Design vga_rtc_frame_sync, sky130hd; sources not shown.
Fig. 1: wiring by layer
(2 px per um) Two of the layers only.
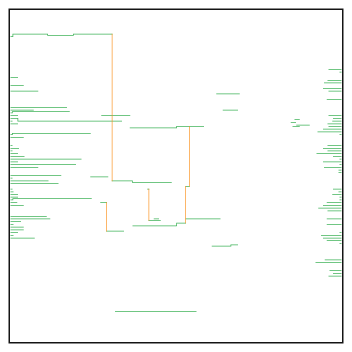
[green] met3 | wire length: 1080 um
[orange] met4 | wire length: 152 um
drt wl/cell: 16.2 um
WL final: 21.5 mm

Fig. 2: met1 routing
(2 px per um) Supply wires on this layer in grey.
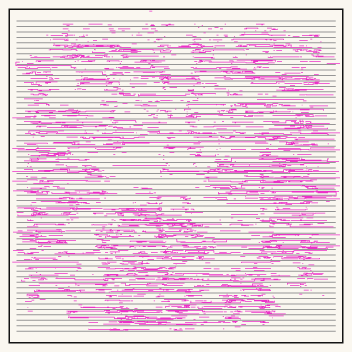
wire length on this layer: 9580 um
longest straight run: 45.1 um
nets with wire on the layer: 964
main direction: horizontal
share of all routed wire: 45%
via count: 6083
GR met1 Demand/Resource: 18.5%

==> ds_physical_params.txt <==
Summary of implementation characteristics

Parameter                              Value

Critical path
  Internal reg-to-reg setup slack    -0.30 ns
  Worst-path cell chain    inv_2 -> ha_4 -> or4b_4 -> nor4_4 -> buf_4 -> or4_1 -> a21oi_1
  Critical path buffers and inverters    2
  Number of cells on the worst reg-to-reg path    7
  Family with the most delay on the worst path    simple AND/OR/NAND/NOR gates
  Startpoint kind of the worst setup timing path    flip-flop
  Longest individual stage delay on the worst path    ~0.5 ns
  Category of the critical setup timing path    flip-flop to flip-flop
  Data arrival time of the critical path    2.15 ns
  Number of cells on the critical path    7
  Critical path required time    1.85 ns
  Highest-delay cell along the critical path    sky130_fd_sc_hd__or4b_4
  Largest driver fanout on the critical path    3
  Crit. End Element    flip-flop

Min path
  Cell depth of the worst hold path    3
  Worst hold-check path type    input port to flip-flop

Routing
  Vias/cell    4.60
  Post-route DRC violation count    0
  DRT Pass-1 Iters    4
  Residual antenna-violating net count after detailed routing    0
  Drt initial violations    298

Layout
  Proportion of layout cells with a drive suffix above 1    15.0%
  Area added between synthesis and finish    49.7%
  Number of antenna diodes    0
  Storage cell area    0.00351 mm^2
  Top cell excl fill/tap    sky130_fd_sc_hd__nand2_1
  Final cell utilization of the core    38.7%
  Final layout net count    1067
  Filler cells    2906
  Final instance area    0.00958 mm^2
  Most frequent cells in the layout    sky130_fd_sc_hd__nand2_1 (301), sky130_fd_sc_hd__dfxtp_1 (168), sky130_fd_sc_hd__a21oi_1 (153)
  MI comb area    between 0.002 and 0.003 mm^2

Placed design
  Gpl congestion    0.772
  Hpwl dp    approximately 14 mm
  Post-DP Area    0.00875 mm^2
  Number of input and output port buffers inserted    around 150

Final timing
  Final worst-path cycle share    118%
  Number of slew-limit violations in the final report    0
  Finish-stage setup viols    17
  Unrepaired setup endpoints after global routing    yes
  Final worst slack    -0.299 ns
  Worst relative slew slack    75.3%
  Slew @ Worst Pin    0.370 ns
  Worst hold margin    around 0.19 ns
  Min cycle time layout    2.00 ns
  Fmax    500 MHz
  Final count of hold timing violations    0

Yosys
  Area reported by Yosys stat    0.00640 mm^2
  Netlist area before placement    0.00640 mm^2
  Flip-flop cell with the highest count after synthesis    sky130_fd_sc_hd__dfxtp_1
  Syn. warnings    0
  Cell type with the largest total area after synthesis    sky130_fd_sc_hd__dfxtp_1
  Area share of the largest cell type after synthesis    between 50% and 60%
  Most frequently used cell type in the post-synthesis netlist    sky130_fd_sc_hd__nand2_1
  EDFF count, synth    0
  FF+latch count, synth    175
  Top area cell types    sky130_fd_sc_hd__dfxtp_1 (55%), sky130_fd_sc_hd__nand2_1 (18%), sky130_fd_sc_hd__a21oi_1 (12%)
  Floorplan net count    874
  Share of async-settable or async-resettable flops after synthesis    0%
  Register share after synthesis    54.7%
  Post-synthesis average cell area    ~8.1 um^2
  Distinct cells, synth    ~45
  Leading cell types by count after synthesis    sky130_fd_sc_hd__nand2_1 (304), sky130_fd_sc_hd__dfxtp_1 (175), sky130_fd_sc_hd__a21oi_1 (156)
  Count of instantiated cells in the yosys netlist    793
  Post-synthesis cell count    793

CTS
  Cts-stage hold buffer count    0
  Register clock-pin slew on the reported worst setup and hold paths    0.07 ns
  CTS buffer count    17
  Insertion delay of the later-clocked pin in the worst-skew pair    0.42 ns
  TritonCTS clock tree    built
  H-tree depth    4
  Number of sinks handled by clock tree synthesis    175
  Clock root buffer    sky130_fd_sc_hd__clkbuf_16
  Largest buffer count on any clock path    2

Die
  Chip Footprint    0.0276 mm^2
  Num ports    153
  Initial core utilization    25.9%
  Overall die height    approximately 170 um
  Total number of placement rows    approximately 57
  Floorplan Core Area    0.0247 mm^2
  Horizontal die size    166 um

Global route
  Total congestion overflow after global routing    0
  Total routing resource utilization after global routing    15.2%
  Initial antenna violation count    0
  Pin count of the biggest net entering global routing    76
  Global-route wire length before repair    34.3 mm
  Vias in the first global route    6502

Power
  Share of total power consumed by net switching    25.5%
  Register share of total power    48.8%
  Clk pwr share    44.6%
  Design Power    8.62 mW
  Leak Pwr    3.69 nW
  Areal power density over the cells    about 900 mW/mm^2
  Net Switching    2.20 mW
  Combinational share of power    between 6 and 7%
  Peak supply drop    0.000409 V
  Internal power summed over all cells    6.42 mW

Run status
  Result of the run    finished, violations left
  Violations in the final reports    setup timing

Run
  Max-cap violation count    0
  Tool warning count    31
==> cell families after synthesis <==
logic type	count (synthesis)	synth area share (%)
and+or+nand+nor	368	24.6
AOI/OAI and AO/OA	183	15.2
DFF	175	54.7
buffers and inverters	55	3.58
xor gates and xnor gates	6	0.821
adders and majority gates	4	0.782
muxes	2	0.313
==> what timing repair did <==
item                                    CTS  global route
cloned                                    1             2
hold endpoints to repair                  0             0
setup buffers                             5             6
pin swaps                                11            10
resized                                 102            31
endpoints found under the setup margin  147            53
==> per-layer routing <==
layer | part of all wire, % | up-vias | global-route usage (%)
met5 | 0 | - | 0
met4 | 0.70 | 0 | 3.36
met3 | 5.0 | 11 | 4.33
met2 | 50 | 121 | 26.9
met1 | 45 | 2939 | 18.5
li1 | - | 3012 | -
==> metrics by stage <==
stage	instances	TNS (ns)	setup slack (ns)
6_report	1322	-3.77	-0.299
5_1_grt	1322	-4.85	-0.358
3_3_place_gp	1279	-67.93	-0.591
3_5_place_dp	1279	-73.48	-0.620
2_1_floorplan	793	-1.10	-0.121
4_1_cts	1316	-3.62	-0.301
==> tightest hold or removal path, stage by stage <==
cell	delay [ns]
sky130_fd_sc_hd__buf_4	0.10
sky130_fd_sc_hd__buf_4	0.14
sky130_fd_sc_hd__a21oi_1	0.04
==> power groups by stage <==
stage                     Combinational, mW  Sequential [mW]  Clock (mW)
final                                 0.569             4.20        3.85
after global routing                  0.624             4.21        4.17
after CTS                             0.568             4.20        3.99
after detailed placement              0.554             4.30           0
after global placement                0.542             4.29           0
after floorplan                       0.217             4.29           0
==> final cells by class <==
type,instances,share of cell area [%]
repair buffers,226,23.1
clock buffers,17,4.44
well taps,324,4.23
inverters,3,0.117
multi-input cells,563,29.9
clock inverters,14,1.57
flip-flops and latches,175,36.7
Power figures rest on the tool's default switching activity, not on a simulated workload.
